### src/rtl/mem_pkg.sv
// ============================================================================
// Module      : mem_pkg
// Description : Shared types and funct3 constants for the MEM-stage store path.
// Revision    : 1.0 - initial release
// ============================================================================
`default_nettype none

package mem_pkg;

    localparam logic [2:0] F3_SB = 3'b000;
    localparam logic [2:0] F3_SH = 3'b001;
    localparam logic [2:0] F3_SW = 3'b010;

    typedef struct packed {
        logic [29:0] waddr;
        logic [31:0] wdata;
        logic [3:0]  web;
    } st_entry_t;

    typedef enum logic [0:0] {
        IDLE = 1'b0,
        REQ  = 1'b1
    } drain_state_t;

endpackage

`default_nettype wire

### src/rtl/store_fmt.sv
// ============================================================================
// Module      : store_fmt
// Description : Combinational store legality check and byte-lane formatting.
// Revision    : 1.0 - initial release
// ============================================================================
`default_nettype none

module store_fmt
    import mem_pkg::*;
(
    input  logic [2:0]  i_funct3,
    input  logic [31:0] i_addr,
    input  logic [31:0] i_data,
    output logic        o_legal,
    output st_entry_t   o_entry
);

    always_comb begin
        o_legal       = 1'b0;
        o_entry.waddr = i_addr[31:2];
        o_entry.wdata = i_data;
        o_entry.web   = 4'b1111;
        case (i_funct3)
            F3_SB: begin
                o_legal       = 1'b1;
                o_entry.wdata = {4{i_data[7:0]}};
                o_entry.web   = ~(4'b0001 << i_addr[1:0]);
            end
            F3_SH: begin
                o_legal       = ~i_addr[0];
                o_entry.wdata = {2{i_data[15:0]}};
                o_entry.web   = i_addr[1] ? 4'b0011 : 4'b1100;
            end
            F3_SW: begin
                o_legal       = (i_addr[1:0] == 2'b00);
                o_entry.web   = 4'b0000;
            end
            default: ;
        endcase
    end

endmodule

`default_nettype wire

### src/rtl/mem_store_buffer.sv
// ============================================================================
// Module      : mem_store_buffer
// Description : Store FIFO with lane formatting, req/ack drain FSM and load
//               conflict detection for the MEM stage.
// Revision    : 1.0 - initial release
// ============================================================================
`default_nettype none

module mem_store_buffer
    import mem_pkg::*;
#(
    parameter int DEPTH = 2
) (
    input  logic        clk,
    input  logic        rst,
    input  logic        st_valid,
    input  logic [2:0]  st_funct3,
    input  logic [31:0] st_addr,
    input  logic [31:0] st_data,
    output logic        st_ready,
    output logic        st_err,
    input  logic        ld_check_valid,
    input  logic [31:0] ld_addr,
    output logic        ld_conflict,
    output logic        dm_req,
    output logic [31:0] dm_addr,
    output logic [31:0] dm_wdata,
    output logic [3:0]  dm_web,
    input  logic        dm_ack,
    output logic        empty
);

    localparam int AW = $clog2(DEPTH);
    localparam int PW = AW + 1;

    st_entry_t    r_fifo [DEPTH];
    logic [PW-1:0] r_wptr;
    logic [PW-1:0] r_rptr;
    drain_state_t r_state;
    logic         r_err;

    logic         w_legal;
    st_entry_t    w_entry;
    st_entry_t    w_head;
    logic [PW-1:0] w_count;
    logic         w_full;
    logic         w_empty;
    logic         w_take;
    logic         w_push;
    logic         w_pop;
    logic         w_hit;
    logic [1:0]   w_unused_ld;

    store_fmt u_fmt (
        .i_funct3 (st_funct3),
        .i_addr   (st_addr),
        .i_data   (st_data),
        .o_legal  (w_legal),
        .o_entry  (w_entry)
    );

    assign w_count = r_wptr - r_rptr;
    assign w_full  = ((r_wptr ^ r_rptr) == {1'b1, {AW{1'b0}}});
    assign w_empty = (r_wptr == r_rptr);
    // Illegal requests still consume the handshake so st_err can be reported.
    assign w_take  = st_valid && !w_full;
    assign w_push  = w_take && w_legal;
    assign w_pop   = (r_state == REQ) && dm_ack;
    assign w_head  = r_fifo[r_rptr[AW-1:0]];

    always_ff @(posedge clk) begin
        if (w_push) begin
            r_fifo[r_wptr[AW-1:0]] <= w_entry;
        end
    end

    always_ff @(posedge clk or posedge rst) begin
        if (rst) begin
            r_wptr  <= '0;
            r_rptr  <= '0;
            r_state <= IDLE;
            r_err   <= 1'b0;
        end else begin
            r_err <= w_take && !w_legal;
            if (w_push) r_wptr <= r_wptr + 1'b1;
            if (w_pop)  r_rptr <= r_rptr + 1'b1;
            case (r_state)
                IDLE: if (!w_empty) r_state <= REQ;
                REQ:  if (w_pop && (w_count == PW'(1)) && !w_push) r_state <= IDLE;
                default: r_state <= IDLE;
            endcase
        end
    end

    // Only slots between the read and write pointers hold live stores.
    always_comb begin
        w_hit = 1'b0;
        for (int k = 0; k < DEPTH; k++) begin
            if ((PW'(k) < w_count) &&
                (r_fifo[r_rptr[AW-1:0] + AW'(k)].waddr == ld_addr[31:2])) begin
                w_hit = 1'b1;
            end
        end
    end

    assign w_unused_ld = ld_addr[1:0];

    assign st_ready    = !w_full;
    assign empty       = w_empty;
    assign st_err      = r_err;
    assign ld_conflict = ld_check_valid && w_hit;
    assign dm_req      = (r_state == REQ);
    assign dm_addr     = dm_req ? {w_head.waddr, 2'b00} : 32'h0;
    assign dm_wdata    = dm_req ? w_head.wdata : 32'h0;
    assign dm_web      = dm_req ? w_head.web : 4'b1111;

endmodule

`default_nettype wire

### config.mk
export PLATFORM = sky130hd
export DESIGN_NAME = mem_store_buffer
export DESIGN_NICKNAME = d
export VERILOG_FILES = /design/src/rtl/mem_pkg.sv /design/src/rtl/store_fmt.sv /design/src/rtl/mem_store_buffer.sv
export SDC_FILE = /design/constraint.sdc
export NUM_CORES = 1
export LEC_CHECK = 0
export ABC_AREA = 1
export CORE_ASPECT_RATIO = 1.4
export CORE_MARGIN = 4
export CORE_UTILIZATION = 31
export DETAILED_ROUTE_END_ITERATION = 10
export HOLD_SLACK_MARGIN = 0.03
export PLACE_DENSITY_LB_ADDON = 0.1
export SLEW_MARGIN = 5
export SYNTH_ARGS = -nofsm -noshare
export SYNTH_HDL_FRONTEND = slang
export SYNTH_SLANG_ARGS = --single-unit
### constraint.sdc
create_clock -name clk -period 12.25 [get_ports clk]
set_input_delay 3.0625 -clock clk [delete_from_list [all_inputs] [get_ports clk]]
set_output_delay 3.0625 -clock clk [all_outputs]
set_load 0.03 [all_outputs]
Figure 1. Drive-strength map.
Drawn at 2 px/µm.
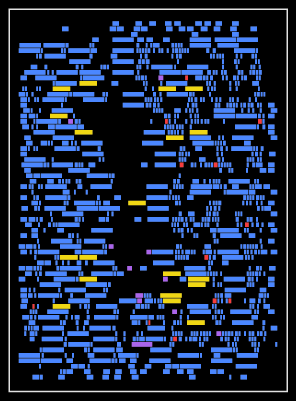
color	size	cells	share
yellow	_6 and larger	19	1.7%
red	_2 cells	12	1.1%
blue	_0 and _1 cells	1044	96%
purple	_3 and _4 cells	11	1.0%
final instance area: 9872 µm²
count of plain and timing-repair buffers: 178
post-route setup slack: 3.994 ns
area delta synth->final: 34.09%

Figure 2. I/O nets highlighted.
Drawn at 1.5 px/µm.
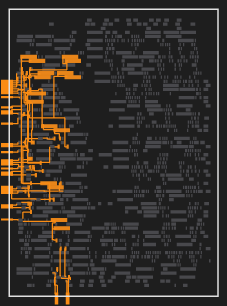
color	port	bits	direction	end cells	buffers	wire
orange	st_data	32	input	60	32	1060 µm
IO Count: 177
IO Port Bufs: 172

Figure 3. Placement view.
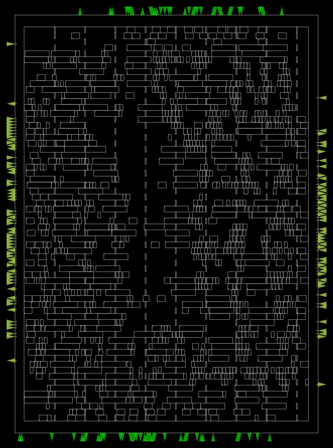
final core occ: 42.39%
Filler cells: 2367
Well-Tap Cells: 306
Non-Filler Instances: 1392
placeable core area: 23290 µm²

Figure 4. Logic cells by family.
Drawn at 2 px/µm.
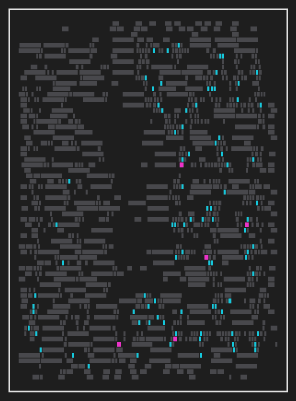
color	family	cells
magenta	and/or cells	5
cyan	inv cells	86

Figure 5. I/O pins on the die edge.
Drawn at 2 px/µm. Pins as bars across the die edge, other pins in gray.
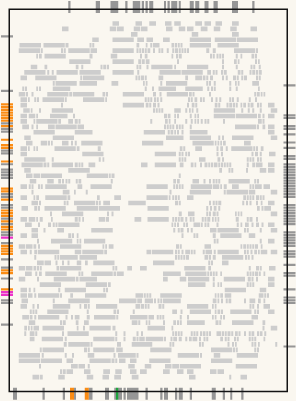
color	port	pins	direction	edge
green	st_valid	1	input	bottom
magenta	st_funct3	3	input	left
orange	st_data	32	input	28 left, 4 bottom
all pins by edge	58 left, 48 right, 37 bottom, 34 top

==> results.txt <==
yosys + openroad results -> status complete, no violations, register area share after synthesis 55.88%, worst-path fanout max 3, Via density 4.565, hold slack 0.5046 ns, Mapped Area 7362 µm², number of buffers created by CTS 17, CP Data Arrival Time 5.19 ns, share of layout cells above drive strength 1 3.867%, Pre-Place Util 31.61%, DP Wirelength 14760 µm, Max clock buf depth 2, die width 138.2 µm, Reg clk slew, reported paths 0.06 ns, XOR Share, Synth 0.4759%, total wire length 20710 µm, Total Neg Setup Slack 0 ns, startpoint types input port, syn_area_per_cell 8.081 µm², Final Cycle Share 67.40%, Post-DRT Antenna Nets 0, M1 WL 8427 µm, maxcap violations 0, CP endpoint ld_conflict, Die Span Y 190.3 µm, DRT Pass-1 Iters 5, VDD IR max 0.00009188 V, DR top layer met5, ys flop type edfxtp_1, Hold EP r_rptr[1], GR peak layer met2, OpenROAD warning count 28, FF-to-FF End r_fifo[0][5], crit end category primary output, leakage power 4.238 nW, CTS tree yes, Synth mux share 0%, GRT overflow 0, H-Tree Depth 4, top cells by count nand2_1 (381), edfxtp_1 (132), nor2_1 (101), Routability Congestion 0.7487, Post-Syn Instances 911, area reported by Yosys stat 7362 µm², met3 Use GR 4.842%, max-slew violations 0, Crit. Startpoint ld_addr[28], critical path class in2out
==> stage by stage <==
step	worst slack (ns)	std cells	util [%]	cell area, µm²	total power (W)
floorplan	5.115	912	-	7366	0.001235
global placement	3.977	1361	40.05	9328	0.001614
detailed placement	3.992	1361	40.05	9328	0.001613
CTS	3.977	1392	42.39	9872	0.002100
global route	3.889	1392	42.39	9872	0.002210
finish	3.994	1392	42.39	9872	0.002064
==> sequential cells by signal (all words and copies together), names as in the netlist <==
signal  cells
dm_req      1
r_fifo    132
r_rptr      2
r_wptr      2
st_err      1
==> cells in the final DEF (no fill, tap or decap), types with 2 or more instances in the layout <==
cell type	count
a21oi_1	26
buf_4	6
bufinv_16	2
clkbuf_1	5
clkbuf_16	17
clkdlybuf4s50_1	172
clkinv_1	2
clkinv_2	3
clkinvlp_4	3
conb_1	2
dfrtp_1	5
edfxtp_1	132
inv_1	83
inv_2	2
nand2_1	381
nand2_2	3
nand3_1	71
nand3b_1	2
nand4_1	2
nor2_1	100
o211ai_1	6
o21ai_0	44
o31ai_1	2
or2_2	4
xor2_1	4
==> cell type report <==
type	instances	area [µm²]
Clock buffer	22	444.2
Clock inverter	9	100.1
Fill cell	2367	13420
Inverter	86	324.1
Multi-Input combinational cell	653	2736
Sequential cell	138	4118
Tap cell	306	382.9
Timing Repair Buffer	178	1767
==> where the power goes <==
group	switching [W]	internal [W]	leakage, nW
Clock	0.000184	0.000296	0.255
Sequential	0.0000437	0.000550	1.26
Combinational	0.000634	0.000357	2.73
Total	0.000862	0.00120	4.24
==> critical path, cell delays in order <==
cell             delay (ns)
clkdlybuf4s50_1        0.45
inv_1                  0.09
nand3_1                0.07
nand2_1                0.08
nand2_1                0.12
nor2_1                 0.14
nand2_1                0.06
nor2_1                 0.17
nand2_1                0.08
a21oi_1                0.17
clkdlybuf4s50_1        0.70
Power is estimated from default activity; no workload was simulated.
